$ cat src/rtl/footsies_round_ctrl_pkg.sv
// Shared types and tuning constants for the footsies match/round sequencer.
// Optional round time limit is enabled by defining FOOTSIES_ROUND_TIMEOUT_EN.
package footsies_round_ctrl_pkg;

    typedef enum logic [2:0] {
        SPR_IDLE         = 3'd0,
        SPR_BACKWARD     = 3'd1,
        SPR_FORWARD      = 3'd2,
        SPR_ATK_START    = 3'd3,
        SPR_ATK_ACTIVE   = 3'd4,
        SPR_ATK_RECOVERY = 3'd5
    } sprite_state_e;

    typedef enum logic [2:0] {
        PH_IDLE       = 3'd0,
        PH_COUNTDOWN  = 3'd1,
        PH_FIGHT      = 3'd2,
        PH_HITSTOP    = 3'd3,
        PH_ROUND_END  = 3'd4,
        PH_MATCH_OVER = 3'd5
    } phase_e;

    localparam logic [1:0] WIN_NONE = 2'b00;
    localparam logic [1:0] WIN_P1   = 2'b01;
    localparam logic [1:0] WIN_P2   = 2'b10;

    typedef logic [9:0]         pos_t;
    typedef logic signed [11:0] spos_t;

    localparam spos_t X_MIN      = 12'sd16;
    localparam spos_t X_MAX      = 12'sd623;
    localparam spos_t WALK_SPEED = 12'sd2;
    localparam spos_t MIN_GAP    = 12'sd32;
    localparam spos_t HIT_RANGE  = 12'sd64;
    localparam spos_t KNOCKBACK  = 12'sd24;

    localparam pos_t P1_START_X = 10'd200;
    localparam pos_t P2_START_X = 10'd440;

    localparam int TIMER_W = 7;
    typedef logic [TIMER_W-1:0] frames_t;

    localparam frames_t COUNTDOWN_FRAMES = 7'd60;
    localparam frames_t HITSTOP_FRAMES   = 7'd12;
    localparam frames_t ROUND_END_FRAMES = 7'd90;

    localparam logic [1:0]  WIN_ROUNDS   = 2'd3;
    localparam logic [10:0] ROUND_FRAMES = 11'd1800;

    function automatic spos_t to_spos(input pos_t p);
        return $signed({2'b00, p});
    endfunction

    function automatic pos_t clamp_x(input spos_t v);
        pos_t r;
        if (v < X_MIN) begin
            r = X_MIN[9:0];
        end else if (v > X_MAX) begin
            r = X_MAX[9:0];
        end else begin
            r = v[9:0];
        end
        return r;
    endfunction

endpackage

$ cat src/rtl/footsies_round_ctrl_frame_timer.sv
// Loadable frame-tick down-counter; done_o flags the tick that ends the loaded duration.
module footsies_round_ctrl_frame_timer
    import footsies_round_ctrl_pkg::*;
(
    input  logic    clk_i,
    input  logic    rst_i,
    input  logic    load_i,
    input  frames_t load_val_i,
    input  logic    tick_i,
    output logic    done_o
);

    frames_t count_q, count_d;

    always_comb begin
        count_d = count_q;
        if (load_i) begin
            count_d = load_val_i;
        end else if (tick_i && (count_q != '0)) begin
            count_d = count_q - frames_t'(1);
        end
    end

    always_ff @(posedge clk_i or posedge rst_i) begin
        if (rst_i) begin
            count_q <= '0;
        end else begin
            count_q <= count_d;
        end
    end

    // A load of N expires on the N-th tick after the load.
    assign done_o = tick_i && (count_q <= frames_t'(1));

endmodule

$ cat src/rtl/footsies_round_ctrl.sv
// Two-player footsies match sequencer: phases, positions, hit resolution and scoring.
// Define FOOTSIES_ROUND_TIMEOUT_EN to add the per-round time limit (draw on expiry).
module footsies_round_ctrl
    import footsies_round_ctrl_pkg::*;
(
    input  logic        clk_i,
    input  logic        reset_i,
    input  logic        frame_tick_i,
    input  logic        start_i,
    input  logic [2:0]  p1_state_i,
    input  logic [2:0]  p2_state_i,
    output logic        fsm_reset_o,
    output logic [2:0]  phase_o,
    output logic [9:0]  p1_x_o,
    output logic [9:0]  p2_x_o,
    output logic [1:0]  p1_score_o,
    output logic [1:0]  p2_score_o,
    output logic [1:0]  round_winner_o,
    output logic        match_over_o,
    output logic [10:0] round_timer_o
);

    phase_e     phase_q, phase_d;
    logic       fsm_reset_q, match_over_q, clash_q, clash_d;
    pos_t       p1_x_q, p1_x_d, p2_x_q, p2_x_d;
    logic [1:0] p1_score_q, p1_score_d, p2_score_q, p2_score_d;
    logic [1:0] winner_q, winner_d;

    logic    tmr_load, tmr_done;
    frames_t tmr_val;
    logic    time_up;

    spos_t p1_cur, p2_cur, gap_cur, gap_prop;
    spos_t p1_fwd, p1_back, p2_fwd, p2_back;
    pos_t  p1_prop, p2_prop, p1_mv, p2_mv;
    logic  hit1, hit2;

    footsies_round_ctrl_frame_timer u_timer (
        .clk_i      (clk_i),
        .rst_i      (reset_i),
        .load_i     (tmr_load),
        .load_val_i (tmr_val),
        .tick_i     (frame_tick_i),
        .done_o     (tmr_done)
    );

`ifdef FOOTSIES_ROUND_TIMEOUT_EN
    logic [10:0] round_timer_q, round_timer_d;

    always_comb begin
        round_timer_d = round_timer_q;
        time_up       = 1'b0;
        if (phase_q == PH_COUNTDOWN && frame_tick_i && tmr_done) begin
            round_timer_d = ROUND_FRAMES;
        end else if (phase_q == PH_FIGHT && frame_tick_i) begin
            round_timer_d = (round_timer_q == '0) ? '0 : round_timer_q - 11'd1;
            time_up       = (round_timer_q <= 11'd1);
        end
    end

    always_ff @(posedge clk_i or posedge reset_i) begin
        if (reset_i) begin
            round_timer_q <= '0;
        end else begin
            round_timer_q <= round_timer_d;
        end
    end

    assign round_timer_o = round_timer_q;
`else
    assign time_up       = 1'b0;
    assign round_timer_o = '0;
`endif

    // Walking: forward steps that would close the gap below MIN_GAP are dropped.
    always_comb begin
        p1_cur  = to_spos(p1_x_q);
        p2_cur  = to_spos(p2_x_q);
        gap_cur = p2_cur - p1_cur;
        hit1    = (p1_state_i == SPR_ATK_ACTIVE) && (gap_cur <= HIT_RANGE);
        hit2    = (p2_state_i == SPR_ATK_ACTIVE) && (gap_cur <= HIT_RANGE);

        p1_fwd  = (p1_state_i == SPR_FORWARD)  ? WALK_SPEED : '0;
        p1_back = (p1_state_i == SPR_BACKWARD) ? WALK_SPEED : '0;
        p2_fwd  = (p2_state_i == SPR_FORWARD)  ? WALK_SPEED : '0;
        p2_back = (p2_state_i == SPR_BACKWARD) ? WALK_SPEED : '0;

        p1_prop  = clamp_x(p1_cur + p1_fwd - p1_back);
        p2_prop  = clamp_x(p2_cur - p2_fwd + p2_back);
        gap_prop = to_spos(p2_prop) - to_spos(p1_prop);

        if (gap_prop < MIN_GAP) begin
            p1_mv = clamp_x(p1_cur - p1_back);
            p2_mv = clamp_x(p2_cur + p2_back);
        end else begin
            p1_mv = p1_prop;
            p2_mv = p2_prop;
        end
    end

    always_comb begin
        phase_d    = phase_q;
        p1_x_d     = p1_x_q;
        p2_x_d     = p2_x_q;
        p1_score_d = p1_score_q;
        p2_score_d = p2_score_q;
        winner_d   = winner_q;
        clash_d    = clash_q;
        tmr_load   = 1'b0;
        tmr_val    = COUNTDOWN_FRAMES;

        unique case (phase_q)
            PH_IDLE, PH_MATCH_OVER: begin
                if (start_i) begin
                    phase_d    = PH_COUNTDOWN;
                    p1_score_d = '0;
                    p2_score_d = '0;
                    p1_x_d     = P1_START_X;
                    p2_x_d     = P2_START_X;
                    tmr_load   = 1'b1;
                    tmr_val    = COUNTDOWN_FRAMES;
                end
            end
            PH_COUNTDOWN: begin
                if (frame_tick_i && tmr_done) begin
                    phase_d  = PH_FIGHT;
                    winner_d = WIN_NONE;
                end
            end
            PH_FIGHT: begin
                if (frame_tick_i) begin
                    if (hit1 && hit2) begin
                        p1_x_d   = clamp_x(p1_cur - KNOCKBACK);
                        p2_x_d   = clamp_x(p2_cur + KNOCKBACK);
                        clash_d  = 1'b1;
                        phase_d  = PH_HITSTOP;
                        tmr_load = 1'b1;
                        tmr_val  = HITSTOP_FRAMES;
                    end else if (hit1 || hit2) begin
                        p1_score_d = hit1 ? p1_score_q + 2'd1 : p1_score_q;
                        p2_score_d = hit2 ? p2_score_q + 2'd1 : p2_score_q;
                        winner_d   = hit1 ? WIN_P1 : WIN_P2;
                        clash_d    = 1'b0;
                        phase_d    = PH_HITSTOP;
                        tmr_load   = 1'b1;
                        tmr_val    = HITSTOP_FRAMES;
                    end else if (time_up) begin
                        winner_d = WIN_NONE;
                        phase_d  = PH_ROUND_END;
                        tmr_load = 1'b1;
                        tmr_val  = ROUND_END_FRAMES;
                    end else begin
                        p1_x_d = p1_mv;
                        p2_x_d = p2_mv;
                    end
                end
            end
            PH_HITSTOP: begin
                if (frame_tick_i && tmr_done) begin
                    if (clash_q) begin
                        phase_d = PH_FIGHT;
                    end else begin
                        phase_d  = PH_ROUND_END;
                        tmr_load = 1'b1;
                        tmr_val  = ROUND_END_FRAMES;
                    end
                end
            end
            PH_ROUND_END: begin
                if (frame_tick_i && tmr_done) begin
                    if (p1_score_q == WIN_ROUNDS || p2_score_q == WIN_ROUNDS) begin
                        phase_d = PH_MATCH_OVER;
                    end else begin
                        phase_d  = PH_COUNTDOWN;
                        p1_x_d   = P1_START_X;
                        p2_x_d   = P2_START_X;
                        tmr_load = 1'b1;
                        tmr_val  = COUNTDOWN_FRAMES;
                    end
                end
            end
            default: phase_d = PH_IDLE;
        endcase
    end

    always_ff @(posedge clk_i or posedge reset_i) begin
        if (reset_i) begin
            phase_q      <= PH_IDLE;
            fsm_reset_q  <= 1'b1;
            match_over_q <= 1'b0;
            clash_q      <= 1'b0;
            p1_x_q       <= P1_START_X;
            p2_x_q       <= P2_START_X;
            p1_score_q   <= '0;
            p2_score_q   <= '0;
            winner_q     <= WIN_NONE;
        end else begin
            phase_q      <= phase_d;
            fsm_reset_q  <= (phase_d != PH_FIGHT);
            match_over_q <= (phase_d == PH_MATCH_OVER);
            clash_q      <= clash_d;
            p1_x_q       <= p1_x_d;
            p2_x_q       <= p2_x_d;
            p1_score_q   <= p1_score_d;
            p2_score_q   <= p2_score_d;
            winner_q     <= winner_d;
        end
    end

    assign phase_o        = phase_q;
    assign fsm_reset_o    = fsm_reset_q;
    assign match_over_o   = match_over_q;
    assign p1_x_o         = p1_x_q;
    assign p2_x_o         = p2_x_q;
    assign p1_score_o     = p1_score_q;
    assign p2_score_o     = p2_score_q;
    assign round_winner_o = winner_q;

endmodule

$ cat config.mk
export PLATFORM = sky130hd
export DESIGN_NAME = footsies_round_ctrl
export DESIGN_NICKNAME = d
export VERILOG_FILES = /design/src/rtl/footsies_round_ctrl_pkg.sv /design/src/rtl/footsies_round_ctrl_frame_timer.sv /design/src/rtl/footsies_round_ctrl.sv
export SDC_FILE = /design/constraint.sdc
export NUM_CORES = 1
export LEC_CHECK = 0
export CAP_MARGIN = 20
export CORE_MARGIN = 2
export CORE_UTILIZATION = 40
export CTS_CLUSTER_DIAMETER = 150
export DETAILED_ROUTE_END_ITERATION = 10
export HOLD_SLACK_MARGIN = 0.08
export PLACE_DENSITY = 0.58
export SLEW_MARGIN = 40
export SYNTH_ARGS = -nofsm -noshare
export SYNTH_HDL_FRONTEND = slang
export SYNTH_SLANG_ARGS = --single-unit
$ cat constraint.sdc
create_clock -name clk_i -period 12.1 [get_ports clk_i]
set_clock_uncertainty 0.05 [all_clocks]
set_input_delay 2.42 -clock clk_i [delete_from_list [all_inputs] [get_ports clk_i]]
set_output_delay 2.42 -clock clk_i [all_outputs]
set_load 0.01 [all_outputs]
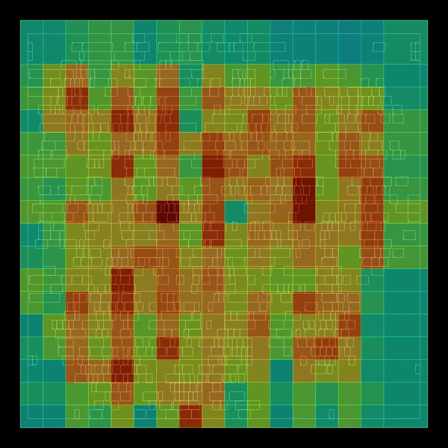
run_1/congestion.png
gr usage total: 0.2300
WL/cell: 18.22 µm
grt met2 use: 0.3867
GRT met3 Usage: 0.02701
gr busiest metal: met2

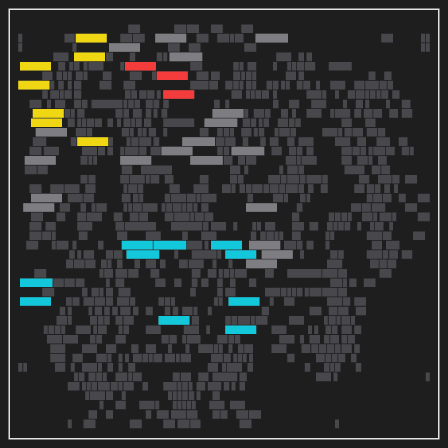
run_1/flops_by_reg.png
[phase_o] red | placed flops: 3
[u_timer.count_q] yellow | placed flops: 7 | where: top left
[p1_x_o] cyan | placed flops: 10
Power Sequential: 220 µW
Seq/total area: 0.1551
sequential standard cell area: 987.2 µm²

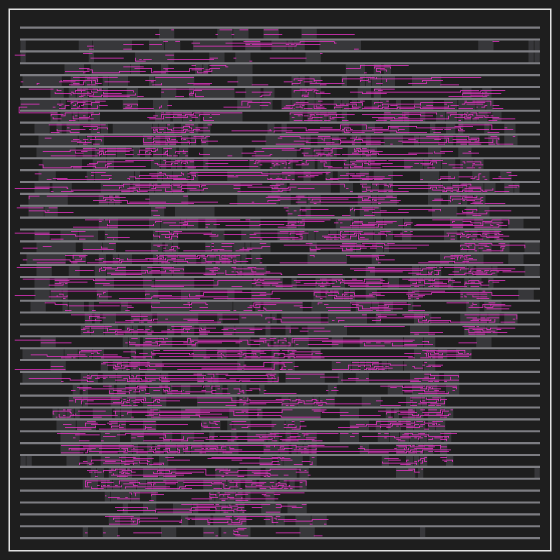
run_1/layer_met1.png
Supply wires on this layer in grey.
nets with wire on the layer: 791
wire length on this layer: 7910 µm
met1 usage: 0.3166
final wirelength: 17610 µm
DR vias: 5882

==> results_slide.txt, run 1 <==
Synthesis and Place & Route Summary

Run status
  • Outcome: finished clean

Synthesis
  • Area share, top type: 0.1309
  • Yosys xor share: 0.07333
  • Post-synthesis sequential area ratio: 0.1722
  • Yosys cell types: slightly above 80

Hold path
  • Hold Path Depth: 1

Floorplanning
  • Die area: between 0.015 and 0.02 mm²
  • Die width: ~120 µm

Pwr
  • Part of the power in combinational logic: 0.786
  • Total power: approximately 1.6 mW
  • Leak pwr: ~2.6 nW

STA
  • Normalized max-slew margin: 0.5290
  • Final period utilization: 0.7438
  • Tmin final: 9000 ps
  • Setup TNS: 0 ps
  • Worst-Margin Slew: around 700 ps

Drt
  • Residual DRC: 0

Cells and area
  • Post-layout util: 0.4568
  • Area growth syn-to-layout: 11.02%
  • Final Non-Filler Cells: approximately 970

Placed design
  • HPWL Detailed: around 14000 µm

Worst setup path
  • Critical path buffer and inverter count: 2
  • Worst reg-to-reg path cell count: 23

CTS
  • Clock sink count: 39
==> run 2, diff against run 1 <==
--- a/config.mk
+++ b/config.mk
@@ -11,7 +11,7 @@
 export CTS_CLUSTER_DIAMETER = 150
 export DETAILED_ROUTE_END_ITERATION = 10
 export HOLD_SLACK_MARGIN = 0.08
-export PLACE_DENSITY = 0.58
+export PLACE_DENSITY = 0.6
 export SLEW_MARGIN = 40
 export SYNTH_ARGS = -nofsm -noshare
 export SYNTH_HDL_FRONTEND = slang
==> constraint.sdc (replaced) <==
create_clock -name clk_i -period 7.5 [get_ports clk_i]
set_clock_uncertainty 0.05 [all_clocks]
set_input_delay 1.5 -clock clk_i [delete_from_list [all_inputs] [get_ports clk_i]]
set_output_delay 1.5 -clock clk_i [all_outputs]
set_load 0.01 [all_outputs]
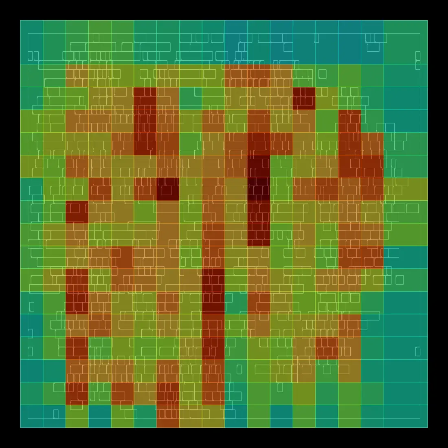
run_2/congestion.png
WL/cell: 17.66 µm
post-layout util: 0.5057
gr usage total: 0.2423

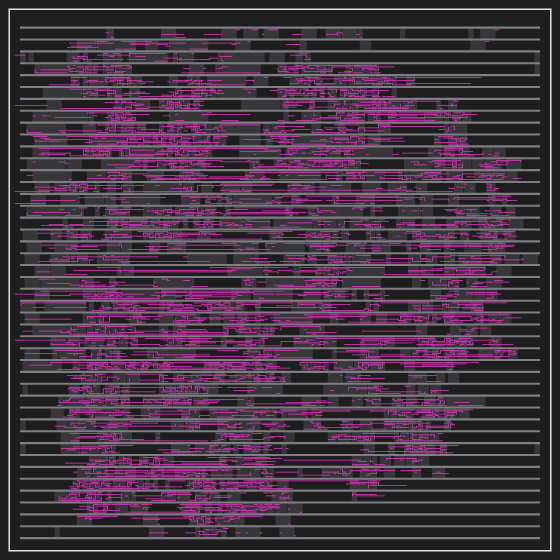
run_2/layer_met1.png
Supply wires on this layer in grey.
wire length on this layer: 8370 µm
main direction: horizontal
share of all routed wire: 45%

==> run 2 against run 1 <==
Net effect:
- core utilization increased by 4.9 points
- count of clock-buffer cells in the layout increased by 1
- cell count increased by 7.9%
- largest power group unchanged
- sequential cell count unchanged
- synthesized area unchanged
- worst hold slack got worse by 7.5 ps
- combinational power increased by 110%
- non-clock buffer count increased by 76
- routed wire length increased by 4.6%
==> results_slide.txt, run 2 <==
Synthesis and Place & Route Summary

GRT
  • GRT met3 Usage: 0.02289 (was 0.02701)
  • Grt met2 use: 0.4028 (was 0.3867)
  • Gr busiest metal: met2 (unchanged)
  • Met1 usage: 0.3331 (was 0.3166)
  • Vias in the first global route: 5800 (was 5432)

Floorplanning
  • Die area: 0.01531 mm² (unchanged)
  • Die width: 123.7 µm (unchanged)
  • I/O pin cnt: 52 (unchanged)

Pwr
  • Total power: 3.253 mW (was 1.629 mW)
  • Power Sequential: 357 µW (was 220 µW)
  • Part of the power in combinational logic: 0.823 (was 0.786)

Drt
  • Residual DRC: 0 (unchanged)
  • DR vias: 6092 (was 5882)
  • Vias per cell: 5.841 (was 6.083)
  • Final wirelength: 18420 µm (was 17610 µm)
  • DRT iter0 DRCs: 443 (was 536)

Synthesis
  • Post-synthesis sequential area ratio: 0.1722 (unchanged)
  • Simple-Gate Fraction of Synth Area: 0.2532 (unchanged)
  • Yosys xor share: 0.07333 (unchanged)
  • Yosys cell types: 83 (unchanged)
  • Area share, top type: 0.1309 (unchanged)
  • Cell count after synthesis: 764 (unchanged)
  • Most instantiated cells after synthesis: nand2_1 (74), nor2_1 (57), ha_1 (54) (unchanged)

Worst setup path
  • Critical path buffer and inverter count: 8 (was 2)
  • Worst reg-to-reg path cell count: 24 (was 23)
  • Max stage delay on crit path: 510 ps (was 600 ps)
  • Worst EP arrival: 7370 ps (was 9140 ps)

STA
  • Normalized max-slew margin: 0.4735 (was 0.5290)
  • Final max-slew violation count: 0 (unchanged)
  • Setup TNS: 0 ps (unchanged)
  • Final hold violation count: 0 (unchanged)
  • Worst-Margin Slew: 781.5 ps (was 701.1 ps)
  • Minimum hold slack: 455.7 ps (was 463.2 ps)
  • Tmin final: between 7000 and 8000 ps
  • Final period utilization: 0.9617

Cells and area
  • Final Non-Filler Cells: 1043 (was 967)
  • Area growth syn-to-layout: 22.92% (was 11.02%)
  • Sequential standard cell area: 987.2 µm² (unchanged)
  • Seq/total area: 0.1401 (was 0.1551)
  • Layout Nets: 928 (was 852)

CTS
  • Insertion Delay late pin: 290 ps (was 280 ps)
  • Clock sink count: 39 (unchanged)
  • Clock tree buffer depth: 2 (unchanged)

Placed design
  • Input/output buffers: 40 (unchanged)
  • HPWL Detailed: 14180 µm (was 13710 µm)

Hold path
  • Hold Path Depth: 1 (unchanged)

Run status
  • Outcome: finished clean (unchanged)
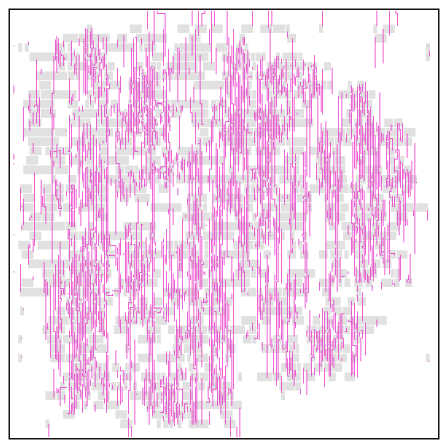
run_2/layer_met2.png
main direction: vertical
longest straight run: 49.1 µm
nets with wire on the layer: 786

==> run 3, diff against run 2 <==
--- a/config.mk
+++ b/config.mk
@@ -7,11 +7,12 @@
 export LEC_CHECK = 0
 export CAP_MARGIN = 20
 export CORE_MARGIN = 2
-export CORE_UTILIZATION = 40
+export CORE_UTILIZATION = 30
 export CTS_CLUSTER_DIAMETER = 150
 export DETAILED_ROUTE_END_ITERATION = 10
 export HOLD_SLACK_MARGIN = 0.08
-export PLACE_DENSITY = 0.6
+export PLACE_DENSITY = 0.46
+export SKIP_CTS_REPAIR_TIMING = 1
 export SLEW_MARGIN = 40
 export SYNTH_ARGS = -nofsm -noshare
 export SYNTH_HDL_FRONTEND = slang
==> constraint.sdc (replaced) <==
create_clock -name clk_i -period 8.45 [get_ports clk_i]
set_clock_uncertainty 0.05 [all_clocks]
set_input_delay 1.69 -clock clk_i [delete_from_list [all_inputs] [get_ports clk_i]]
set_output_delay 1.69 -clock clk_i [all_outputs]
set_load 0.01 [all_outputs]
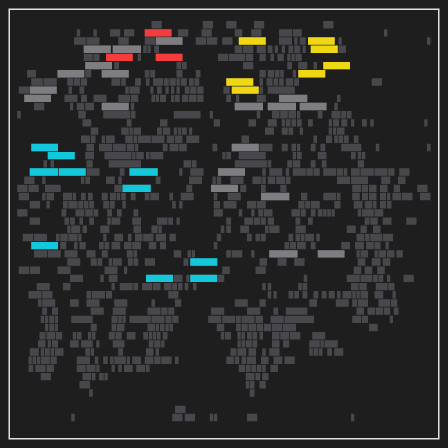
run_3/flops_by_reg.png
[phase_o] red | placed flops: 3
[u_timer.count_q] yellow | placed flops: 7
[p1_x_o] cyan | placed flops: 10

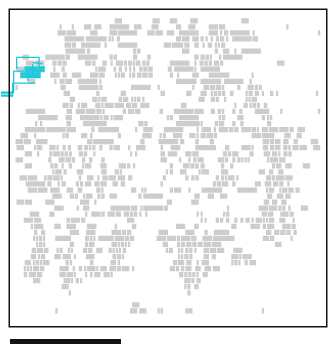
run_3/io_fan.png
Bar = 50 µm.
[p2_score_o] cyan | bits: 2 | direction: output | end cells: 2 | buffers: 2 | wire: 71.6 µm
I/O pin cnt: 52
input/output buffers: 40

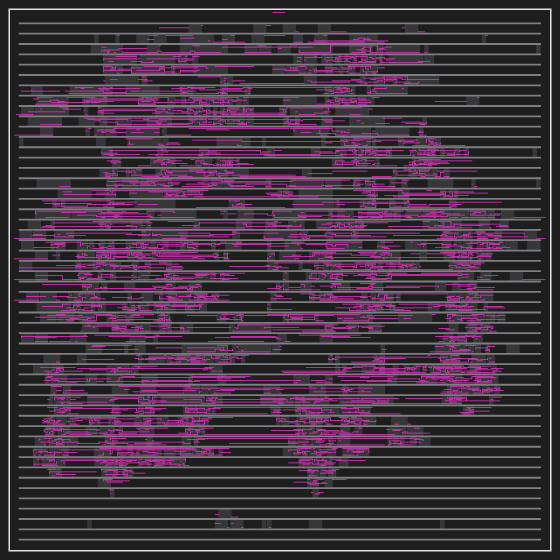
run_3/layer_met1.png
Supply wires on this layer in grey.
nets with wire on the layer: 802
wire length on this layer: 9120 µm
met1 usage: 0.2700
final wirelength: 19160 µm
DR vias: 5757

==> run 3 against run 2 <==
Net effect:
- worst hold slack improved by 4.6 ps
- combinational power fell by 27%
- via count fell by 5.5%
- count of clock-buffer cells in the layout fell by 1
- routed wire length rose by 4.0%
- die area rose by 32%
- register-to-register slack improved by 580 ps
- clock power rose by 13%
- sequential share of layout area rose by 1.0 points
- critical path depth fell by 1
- worst setup slack improved by 84 ps
- critical path type unchanged
- largest cell class unchanged
- highest routed layer unchanged
==> results_slide.txt, run 3 <==
Synthesis and Place & Route Summary

Drt
  • Vias per cell: 5.584 (was 5.841)
  • Residual DRC: 0 (unchanged)
  • WL/cell: 18.58 µm (was 17.66 µm)
  • DRT iter0 DRCs: 395 (was 443)

STA
  • Final max-slew violation count: 0 (unchanged)
  • Minimum hold slack: 460.2 ps (was 455.7 ps)
  • Setup TNS: 0 ps (unchanged)
  • Final period utilization: 0.9560
  • Worst-Margin Slew: 812.0 ps (was 781.5 ps)
  • Tmin final: between 8000 and 9000 ps

Cells and area
  • Post-layout util: 0.3517 (was 0.5057)
  • Layout Nets: 862 (was 928)
  • Area growth syn-to-layout: 14.75% (was 22.92%)
  • Sequential standard cell area: 987.2 µm² (unchanged)
  • Seq/total area: 0.1501 (was 0.1401)
  • Final Non-Filler Cells: 1031 (was 1043)

Pwr
  • Part of the power in combinational logic: 0.775 (was 0.823)
  • Leak pwr: 2.701 nW (was 3.013 nW)
  • Power Sequential: 318 µW (was 357 µW)

GRT
  • Grt met2 use: 0.3051 (was 0.4028)
  • Gr busiest metal: met2 (unchanged)
  • Gr usage total: 0.1870 (was 0.2423)
  • Vias in the first global route: 5438 (was 5800)

Run status
  • Outcome: finished clean (unchanged)

Worst setup path
  • Worst reg-to-reg path cell count: 23 (was 24)
  • Critical path buffer and inverter count: 3 (was 8)
  • Max stage delay on crit path: 510 ps (about the same)

Hold path
  • Hold Path Depth: 1 (unchanged)

Synthesis
  • Cell count after synthesis: 764 (unchanged)
  • Post-synthesis sequential area ratio: 0.1722 (unchanged)
  • Main synth FF type: dfrtp_1 (unchanged)
  • Yosys cell types: 83 (unchanged)
  • Synth Cell Area: 0.005733 mm² (unchanged)
  • Area share, top type: 0.1309 (unchanged)
  • Simple-Gate Fraction of Synth Area: 0.2532 (unchanged)
  • Yosys xor share: 0.07333 (unchanged)

Floorplanning
  • Die area: 0.02023 mm² (was 0.01531 mm²)
  • Die width: 142.2 µm (was 123.7 µm)

CTS
  • Insertion Delay late pin: 280 ps (was 290 ps)
  • Clock sink count: 39 (unchanged)
  • Clock tree buffer depth: 2 (unchanged)
Power and IR drop assume default switching activity.
